$ cat src/rtl/updown_counter_fsm.sv
// updown_counter_fsm
// Up/down counter sequencer. A rising edge on go loads the start value
// (0 when counting up, MAX_COUNT when counting down) and then steps the
// counter by one every DIV clocks until it reaches the end value. It then
// pulses done for one clock and returns to idle.
//
// Optional feature macro: UPDOWN_COUNTER_ABORT_EN adds the abort input,
// which cancels a run while counting.
//
// Ports:
//   clk    in   clock, all logic on its rising edge
//   rst    in   synchronous active-high reset
//   go     in   start request, acted on at its rising edge only
//   up     in   direction, sampled at start (1 = up, 0 = down)
//   abort  in   cancel while counting (UPDOWN_COUNTER_ABORT_EN only)
//   out    out  counter value (WIDTH bits)
//   busy   out  high while counting
//   done   out  one-cycle pulse after the end value has been held
module updown_counter_fsm #(
    parameter int unsigned WIDTH     = 8,
    parameter int unsigned MAX_COUNT = 255,
    parameter int unsigned DIV       = 1
) (
    input  logic             clk,
    input  logic             rst,
    input  logic             go,
    input  logic             up,
`ifdef UPDOWN_COUNTER_ABORT_EN
    input  logic             abort,
`endif
    output logic [WIDTH-1:0] out,
    output logic             busy,
    output logic             done
);

    localparam int unsigned      PW      = (DIV > 1) ? $clog2(DIV) : 1;
    localparam logic [WIDTH-1:0] MAX_VAL = WIDTH'(MAX_COUNT);
    localparam logic [PW-1:0]    P_LAST  = PW'(DIV - 1);

    typedef enum logic [1:0] {
        IDLE     = 2'd0,
        COUNTING = 2'd1,
        DONE     = 2'd2
    } state_t;

    state_t           state_q, state_d;
    logic [WIDTH-1:0] out_q, out_d;
    logic             dir_q, dir_d;
    logic             go_prev_q;
    logic [PW-1:0]    pcnt_q, pcnt_d;

    logic             start;
    logic             tick;
    logic             abort_act;
    logic [WIDTH-1:0] end_val;

`ifdef UPDOWN_COUNTER_ABORT_EN
    assign abort_act = abort;
`else
    assign abort_act = 1'b0;
`endif

    assign start   = go & ~go_prev_q;
    assign tick    = (pcnt_q == P_LAST);
    assign end_val = dir_q ? MAX_VAL : '0;

    // State and datapath registers
    always_ff @(posedge clk) begin
        if (rst) begin
            state_q   <= IDLE;
            out_q     <= '0;
            dir_q     <= 1'b1;
            go_prev_q <= 1'b0;
            pcnt_q    <= '0;
        end else begin
            state_q   <= state_d;
            out_q     <= out_d;
            dir_q     <= dir_d;
            go_prev_q <= go;
            pcnt_q    <= pcnt_d;
        end
    end

    // Next-state and datapath update
    always_comb begin
        state_d = state_q;
        out_d   = out_q;
        dir_d   = dir_q;
        pcnt_d  = pcnt_q;
        unique case (state_q)
            IDLE: begin
                if (start) begin
                    dir_d   = up;
                    out_d   = up ? '0 : MAX_VAL;
                    pcnt_d  = '0;
                    state_d = COUNTING;
                end
            end
            COUNTING: begin
                if (abort_act) begin
                    // Cancel: value frozen, prescaler cleared, no done pulse
                    pcnt_d  = '0;
                    state_d = IDLE;
                end else if (tick) begin
                    pcnt_d = '0;
                    if (out_q == end_val) begin
                        state_d = DONE;
                    end else begin
                        out_d = dir_q ? out_q + WIDTH'(1) : out_q - WIDTH'(1);
                    end
                end else begin
                    pcnt_d = pcnt_q + PW'(1);
                end
            end
            DONE: begin
                state_d = IDLE;
            end
            default: begin
                state_d = IDLE;
            end
        endcase
    end

    assign out  = out_q;
    assign busy = (state_q == COUNTING);
    assign done = (state_q == DONE);

endmodule
$ cat config.mk
export PLATFORM = sky130hd
export DESIGN_NAME = updown_counter_fsm
export DESIGN_NICKNAME = d
export VERILOG_FILES = /design/src/rtl/updown_counter_fsm.sv
export SDC_FILE = /design/constraint.sdc
export NUM_CORES = 1
export LEC_CHECK = 0
export ABC_CLOCK_PERIOD_IN_PS = 2200
export CORE_UTILIZATION = 40
export CTS_BUF_LIST = sky130_fd_sc_hd__clkbuf_2
export DETAILED_ROUTE_END_ITERATION = 16
export GPL_ROUTABILITY_DRIVEN = 0
export MAX_ROUTING_LAYER = met4
export PLACE_DENSITY = 0.68
export SLEW_MARGIN = 20
export SYNTH_ARGS = -nofsm -noshare
export SYNTH_HDL_FRONTEND = slang
export SYNTH_SLANG_ARGS = --single-unit
export TNS_END_PERCENT = 50
$ cat constraint.sdc
create_clock -name clk -period 2.2 [get_ports clk]
set_input_delay 0.22 -clock clk [delete_from_list [all_inputs] [get_ports clk]]
set_output_delay 0.22 -clock clk [all_outputs]
set_load 0.01 [all_outputs]
### Routed metal, one color a layer, run 1

Scale: 8 px per µm. Only two layers are drawn.
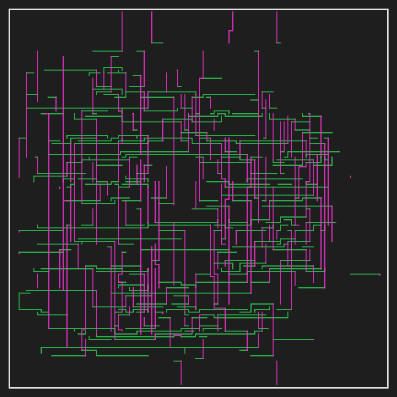
magenta -> met2  # wire length 857 µm
green -> met1  # wire length 946 µm

### Cell outlines without signal wires, run 1

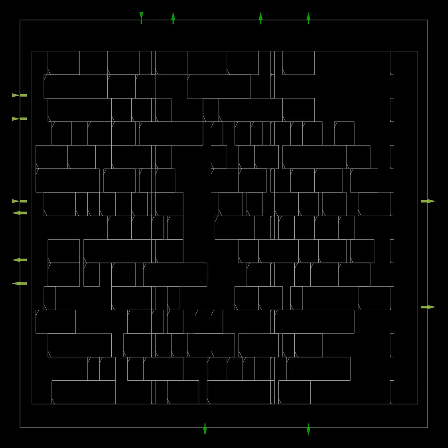
placeable core region: 1820 µm²
proportion of cell area occupied by registers: 0.232
inserted tap cell count: 25
standard-cell rows: 15

### Ports around the boundary, run 1

Scale: 10 px per µm. Pins as bars across the die edge, other pins in gray.
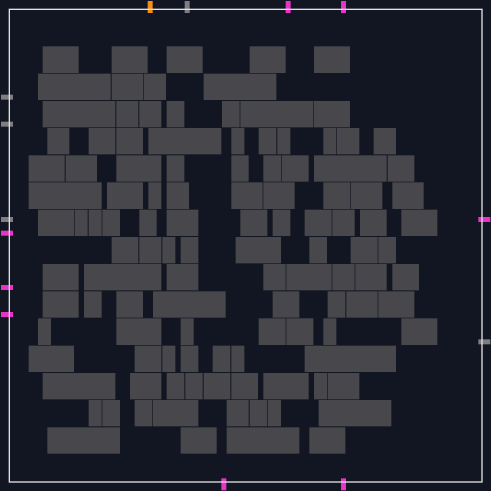
magenta -> out  # pins 8, direction output, edge 3 left, 2 bottom, 2 top, 1 right
orange -> go  # pins 1, direction input, edge top
all pins by edge = 6 left, 4 top, 2 right, 2 bottom

==> notes.md, run 1 <==
run results: run status finished, final reports clean, highest fanout seen on the critical path 14, TritonCTS clock tree yes, first-iteration detailed-routing DRC count 23, sink of the worst hold path go_prev_q$_SDFF_PP0_, post-detailed-route count of antenna-violating nets 0, most common cell after layout, fill and taps aside sky130_fd_sc_hd__clkdlybuf4s50_1, unrepaired setup endpoints after global routing no, Num Clock Sinks 12, Clk pin slew, worst setup/hold paths 0.12 ns, register-to-register setup slack 0.18 ns, total number of warnings across the stage logs 26, # hold bufs at CTS 0, Achievable Freq 490 MHz, Cells after Synth 95, startpoint type of the worst setup path flip-flop, IO buf count 13, post-synthesis cell area 815 µm², Main area contributors sky130_fd_sc_hd__dfxtp_1 (29%), sky130_fd_sc_hd__ha_1 (9.2%), sky130_fd_sc_hd__a21oi_1 (5.5%), sky130_fd_sc_hd__nor2_1 (4.6%), sky130_fd_sc_hd__nor3_1 (3.1%), die extent in y 47.1 µm, most frequently placed logic cells in the final layout sky130_fd_sc_hd__clkdlybuf4s50_1 (13), sky130_fd_sc_hd__dfxtp_1 (11), sky130_fd_sc_hd__nor2_1 (10), Reg-to-Reg End out[7]$_SDFFE_PP0P_, max cap viols 0, first-pass detailed-route iteration total 4, Final setup violation count 0, Clock Root Buffer sky130_fd_sc_hd__clkbuf_2, instance area after placement 990 µm², Leak Pwr 0.429 nW, Num CTS Buffers 3, flip-flops with a built-in enable 0, RR Startpoint dir_q$_SDFFE_PP1P_, required time reported for the critical path endpoint 1.98 ns, final clock period utilization by the worst path 0.928, Antenna diodes 0, share of cells above drive strength 1 0.165, number of design rule violations left after detail routing 0, Die Size 2220 µm², nets 127, grt ovf 0, Post-Route Skew 0.00576 ns, FFs w/ async S/R, synth 0, worst voltage drop across the vdd grid 0.000418 V, post-layout instance count excluding filler cells 140, top-area cell type share of the netlist area 0.295, via density per instance 5.62, Synth Register Bits 12, Final Slew Violations 0, synthesized area divided by synthesized cell count 8.57 µm², post-route standard cell area excluding fillers 1040 µm², HPWL Detailed 1400 µm, clock insertion delay at the later pin of the skew report 0.27 ns, ys flop type sky130_fd_sc_hd__dfxtp_1, dominant cell type by area after synthesis sky130_fd_sc_hd__dfxtp_1, cells in synth_stat.txt 95, post-synthesis chip area from yosys 815 µm², Clock H-tree levels 1, arrival time at the worst endpoint 1.82 ns, post-synth net total 106, Worst Path Class, Setup reg -> out, count of boundary I/O pins 14, initial antenna violation count 0, number of fill cells in the layout 179, Worst Max-Slew Pin Slew 0.509 ns, min-delay worst type in -> reg, post-detailed-routing wire length 1870 µm, ratio of total power to cell area 585 nW/µm², Core Util at FP 0.447, vias in the first global route 708, dpl cells 134, min-delay src go, sequential fraction of the synthesis area 0.295, Fin Hold WS 0.524 ns, core occupancy in the finished layout 0.573, number of synthesis warnings 0, Critical Path End Type output port, wire length of the first global-routing pass 3190 µm, distinct cell type count after synthesis 37, worst hold stages 2, setup TNS 0 ns, minimum clock period 2.04 ns, number of failing hold endpoints at the final stage 0, area overhead of the layout relative to synthesis 28.0%, Via Count 787, max-slew headroom at the worst pin 0.659, cells on worst reg2reg path 7, average wire per standard cell 13.4 µm, total global routing track utilization 0.218
-- run 1: state kept, by name, indices dropped and copies added, names as in the netlist --
signal / count
dir_q: 1
state_q: 2
out: 8
go_prev_q: 1
-- run 1: final cells by class --
| class | instances | area, µm² | area share |
|---|---|---|---|
| clock buffer | 3 | 15.0 | 0.0144 |
| clock inverter | 1 | 3.75 | 0.00360 |
| inverter | 2 | 11.3 | 0.0108 |
| multi-input combinational | 77 | 557 | 0.534 |
| sequential | 12 | 241 | 0.232 |
| tap | 25 | 31.3 | 0.0300 |
| timing repair buffer | 20 | 183 | 0.175 |
-- run 1: routing by layer --
| layer | vias up | part of all wire | global-route usage | routed length, µm |
|---|---|---|---|---|
| met4 | 0 | 0.013 | 0.103 | 24 |
| met2 | 12 | 0.46 | 0.328 | 857 |
| li1 | 393 | - | - | - |
| met5 | - | 0 | - | 0 |
| met3 | 4 | 0.025 | 0.0231 | 46 |
| met1 | 378 | 0.50 | 0.290 | 945 |
-- run 1: kinds of logic after synthesis --
group / after synthesis / synth area share
xor gates and xnor gates: 4 / 0.0430
AOI/OAI and AO/OA: 22 / 0.192
muxes: 2 / 0.0246
DFF: 12 / 0.295
and+or+nand+nor: 42 / 0.290
adders and majority gates: 7 / 0.117
buffers and inverters: 6 / 0.0384
-- run 1: where the power goes --
| group | internal, mW | switching, mW | total, mW |
|---|---|---|---|
| registers | 0.238 | 0.0229 | 0.261 |
| logic | 0.119 | 0.112 | 0.231 |
| clock network | 0.0395 | 0.0785 | 0.118 |
| total | 0.397 | 0.213 | 0.610 |
-- run 1: cells in the mapped netlist (3+ instances only) --
master	instances
sky130_fd_sc_hd__nor2_1	10
sky130_fd_sc_hd__dfxtp_1	12
sky130_fd_sc_hd__nor2b_1	3
sky130_fd_sc_hd__nor3_1	5
sky130_fd_sc_hd__a21o_1	3
sky130_fd_sc_hd__a21oi_1	9
sky130_fd_sc_hd__ha_1	6
sky130_fd_sc_hd__nand2_1	3
sky130_fd_sc_hd__nand3_1	4
sky130_fd_sc_hd__nand2b_1	3
-- run 1: what timing repair did --
action / 4_1_cts / 5_1_grt
setup endpoints to repair: 0 / 10
buffers inserted: 0 / 2
resized: 0 / 5
-- run 1: worst max-delay path by stage --
stage,cells past startpoint,slack (ns),end
finish,3,0.16,busy
global route,3,0.01,busy
CTS,7,0.02,out[5]$_SDFFE_PP0P_
detailed placement,7,0.06,out[5]$_SDFFE_PP0P_
global placement,7,0.12,out[5]$_SDFFE_PP0P_
floorplan,9,0.11,out[0]$_SDFFE_PP0P_
-- run 1: metrics by stage --
step                total power [mW]  setup slack, ns
floorplan                      0.399            0.106
global placement               0.478            0.123
detailed placement             0.483           0.0563
CTS                            0.600           0.0226
global route                   0.647           0.0137
finish                         0.610            0.158
-- run 1: worst max-delay path, stage by stage (launching register included) --
cell                              delay (ns)
sky130_fd_sc_hd__dfxtp_1                0.36
sky130_fd_sc_hd__nand2b_1               0.29
sky130_fd_sc_hd__clkinvlp_4             0.34
sky130_fd_sc_hd__clkdlybuf4s50_1        0.56
==> run 1 -> run 2 <==
- ABC_AREA: unset -> 1
- PLACE_DENSITY: 0.68 -> 0.67
==> run 2 against run 1 <==
Against the previous run: critical path depth up 1; register-to-register slack better by 0.25 ns; clock skew down 0.0053 ns; routed wire length down 1.2%; clock power down 6%; combinational power up 3%; critical endpoint unchanged; first-iteration DRC count down 13%; sequential share of layout area down 0.092 points; highest routed layer unchanged.
==> notes.md, run 2 <==
run results: post-detailed-route count of antenna-violating nets 0 (unchanged), register-to-register setup slack 0.43 ns (+0.25 ns), share of cells above drive strength 1 0.0968 (-0.0684), ys flop type sky130_fd_sc_hd__dfxtp_1, Cells after Synth 138 (+45%), distinct cell type count after synthesis 15 (-59%), cells on worst reg2reg path 11 (+4), CTS Buffer Depth 2, Achievable Freq 539 MHz (+10%), cells in synth_stat.txt 138 (+45%), min-delay worst type reg -> reg, Critical Path End Type output port, portion of total power attributed to combinational logic 0.390 (+0.011), required time reported for the critical path endpoint 1.98 ns (about the same), RR Startpoint dir_q$_SDFFE_PP1P_, post-synthesis cell area 858 µm² (+5.4%), unrepaired setup endpoints after global routing no, FFs w/ async S/R, synth 0 (unchanged), Worst Path Class, Setup reg -> out, number of flip-flops under the largest register name 8 (unchanged), number of synthesis warnings 0 (unchanged), standard-cell rows 16 (+1), total number of warnings across the stage logs 26 (unchanged), Clock H-tree levels 1 (unchanged), slowest cell on the critical path sky130_fd_sc_hd__clkdlybuf4s50_1, most frequently placed logic cells in the final layout sky130_fd_sc_hd__nand2_1 (29), sky130_fd_sc_hd__nor2_1 (28), sky130_fd_sc_hd__inv_1 (20), post-synthesis chip area from yosys 858 µm² (+5.4%), share of total power in the clock network 0.181 (-0.012), Final Slew Violations 0 (unchanged), top-area cell type share of the netlist area 0.280 (-0.0150), Worst Max-Slew Pin Slew 0.304 ns (-0.205 ns), most repeated cell in the gate-level netlist after synthesis sky130_fd_sc_hd__nand2_1, Largest stage delay, worst path 0.58 ns (+0.02 ns), arrival time at the worst endpoint 1.63 ns (-0.19 ns), placeable core region 1980 µm² (+8.9%), highest fanout seen on the critical path 8 (-6), Post-Route Skew 0.000497 ns (-0.00526 ns), count of boundary I/O pins 14 (unchanged), post-detailed-routing wire length 1850 µm (-1.2%), worst voltage drop across the vdd grid 0.000400 V (-4.2%), sequential share of power 0.430 (+0.002), via density per instance 4.71 (-16%), dominant cell type by area after synthesis sky130_fd_sc_hd__dfxtp_1, Num CTS Buffers 3 (unchanged), Clk pin slew, worst setup/hold paths 0.11 ns (about the same), minimum clock period 1.85 ns (-0.188 ns), TritonCTS clock tree yes, Core Util at FP 0.433 (-0.0143), clock insertion delay at the later pin of the skew report 0.26 ns (about the same), Clock Root Buffer sky130_fd_sc_hd__clkbuf_2, die extent in y 48.3 µm (+2.5%), switching share of total power 0.381 (+0.0319), max-slew headroom at the worst pin 0.797 (+0.138), max cap viols 0 (unchanged), most common cell after layout, fill and taps aside sky130_fd_sc_hd__nand2_1, area overhead of the layout relative to synthesis 21.3%, most numerous cell types in the synthesized netlist sky130_fd_sc_hd__nand2_1 (29), sky130_fd_sc_hd__nor2_1 (28), sky130_fd_sc_hd__inv_1 (20), sequential fraction of the synthesis area 0.280 (-0.0150), first-pass detailed-route iteration total 4 (unchanged), Final setup violation count 0 (unchanged), first-iteration detailed-routing DRC count 20 (-13%), Reg-to-Reg End out[5]$_SDFFE_PP0P_, synthesized area divided by synthesized cell count 6.22 µm² (-27%), buffer count from post-CTS setup fixing 0 (unchanged), number of design rule violations left after detail routing 0 (unchanged), post-synth net total 149 (+41%), internal power contribution 0.379 mW (-4.5%), run status finished, final reports clean, IO buf count 13 (unchanged), worst hold stages 2 (unchanged), flip-flops with a built-in enable 0 (unchanged), number of failing hold endpoints at the final stage 0 (unchanged), number of fill cells in the layout 218 (+22%), Antenna diodes 0 (unchanged), final clock period utilization by the worst path 0.843 (-0.0855), setup TNS 0 ns (unchanged), grt ovf 0 (unchanged), initial antenna violation count 0 (unchanged), Leak Pwr 0.547 nW (+28%), cell-by-cell listing of the critical path inv_1 -> nand2_1 -> inv_2 -> clkdlybuf4s50_1, wire length of the first global-routing pass 3280 µm (+3.0%), total global routing track utilization 0.181 (-0.0369), startpoint type of the worst setup path flip-flop, min-delay src dir_q$_SDFFE_PP1P_, ratio of total power to cell area 589 nW/µm² (+0.60%), vias in the first global route 754 (+6.5%), Via Count 858 (+9.0%), # hold bufs at CTS 0 (unchanged), Die Size 2330 µm² (+5.1%), sink of the worst hold path dir_q$_SDFFE_PP1P_, Main area contributors sky130_fd_sc_hd__dfxtp_1 (28%), sky130_fd_sc_hd__nand2_1 (13%), sky130_fd_sc_hd__nor2_1 (12%), sky130_fd_sc_hd__ha_1 (8.7%), sky130_fd_sc_hd__inv_1 (8.7%), Fin Hold WS 0.536 ns (+0.0128 ns), nets 167 (+31%), count of instances resized after the clock tree is built 0 (unchanged), Synth Register Bits 12 (unchanged)
[run 2: cell types whose count changed in the layout (fill, tap and decap cells not counted), sizes merged, moves of 5 or more]
cell,before,now
buf,7,0
inv,1,23
nand2,3,37
nand3,4,11
nor2,10,29
nor3,6,1
o21ai,0,8
[run 2: per-stage QoR]
step / setup slack, ns / cell area (µm²) / power, mW / instances / util
global route: 0.239 / 1040 / 0.662 / 182 / 0.525
finish: 0.346 / 1040 / 0.613 / 182 / 0.525
floorplan: 0.625 / 858 / 0.425 / 138 / -
detailed placement: 0.446 / 1020 / 0.504 / 178 / 0.516
CTS: 0.356 / 1040 / 0.616 / 182 / 0.525
global placement: 0.494 / 1020 / 0.505 / 178 / 0.516
[run 2: cell type report]
class / count / area, µm² / area share
repair buffers: 13 / 130 / 0.125
clock buffers: 3 / 15.0 / 0.0144
inverters: 23 / 86.3 / 0.0829
clock inverters: 1 / 3.75 / 0.00361
flip-flops and latches: 12 / 240 / 0.231
well taps: 27 / 33.8 / 0.0325
multi-input cells: 103 / 532 / 0.511
[run 2: power groups by stage]
stage | combinational (mW) | sequential [mW] | clock, mW
after floorplan | 0.154 | 0.271 | 0
after global placement | 0.237 | 0.268 | 0
after detailed placement | 0.236 | 0.269 | 0
after global routing | 0.270 | 0.268 | 0.124
final | 0.239 | 0.263 | 0.111
after CTS | 0.239 | 0.264 | 0.114
[run 2: critical path, delay by kind of cell, from the launching register on]
kind / cells / cell delay, ns
buf+inv: 3 / 0.90
flops: 1 / 0.31
simple gates: 1 / 0.16
[run 2: how the worst max path moves through the flow]
stage                       startpoint                   to
2_1_floorplan       dir_q$_SDFFE_PP1P_  out[5]$_SDFFE_PP0P_
3_3_place_gp        dir_q$_SDFFE_PP1P_  out[5]$_SDFFE_PP0P_
3_5_place_dp        dir_q$_SDFFE_PP1P_  out[6]$_SDFFE_PP0P_
4_1_cts        state_q[1]$_SDFFE_PP0P_                 busy
5_1_grt             dir_q$_SDFFE_PP1P_  out[5]$_SDFFE_PP0P_
6_report       state_q[1]$_SDFFE_PP0P_                 busy
[run 2: layer usage]
| metal | global-route usage | part of all wire |
|---|---|---|
| met1 | 0.282 | 0.55 |
| met2 | 0.237 | 0.40 |
| met3 | 0.0283 | 0.042 |
| met4 | 0.0441 | 0.0043 |
| met5 | - | 0 |
[run 2: kinds of logic (layout without fill, tap and decap cells)]
family,count (synthesis),after routing,share of synthesized area
and+or+nand+nor,79,79,0.410
buffers and inverters,23,40,0.101
AOI/OAI and AO/OA,17,17,0.0991
DFF,12,12,0.280
adders and majority gates,7,7,0.111
### Ports around the boundary, run 2

Scale: 10 px per µm. Pins as bars across the die edge, other pins in gray.
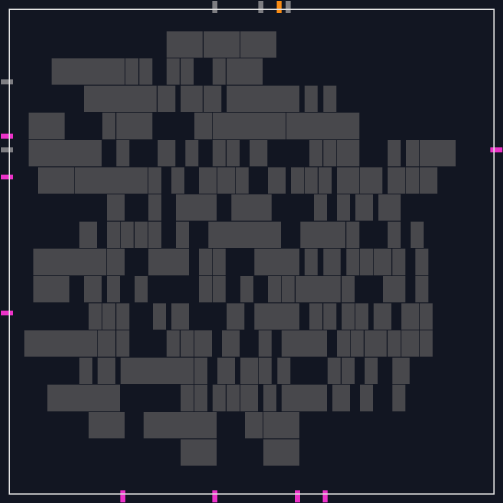
magenta -> out  # pins 8, direction output, edge 4 bottom, 3 left, 1 right
orange -> go  # pins 1, direction input, edge top
all pins by edge = 5 left, 4 top, 4 bottom, 1 right

### Met2 routing, run 2

Scale: 8 px per µm.
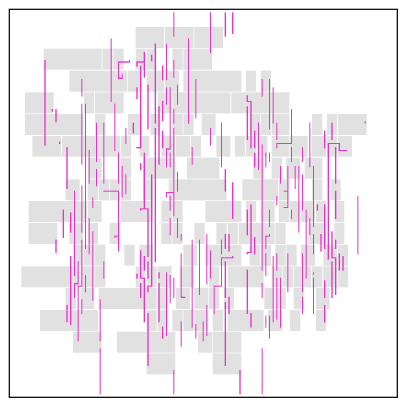
wire length on this layer = 748 µm
share of all routed wire = 40%

Power and IR drop assume default switching activity.
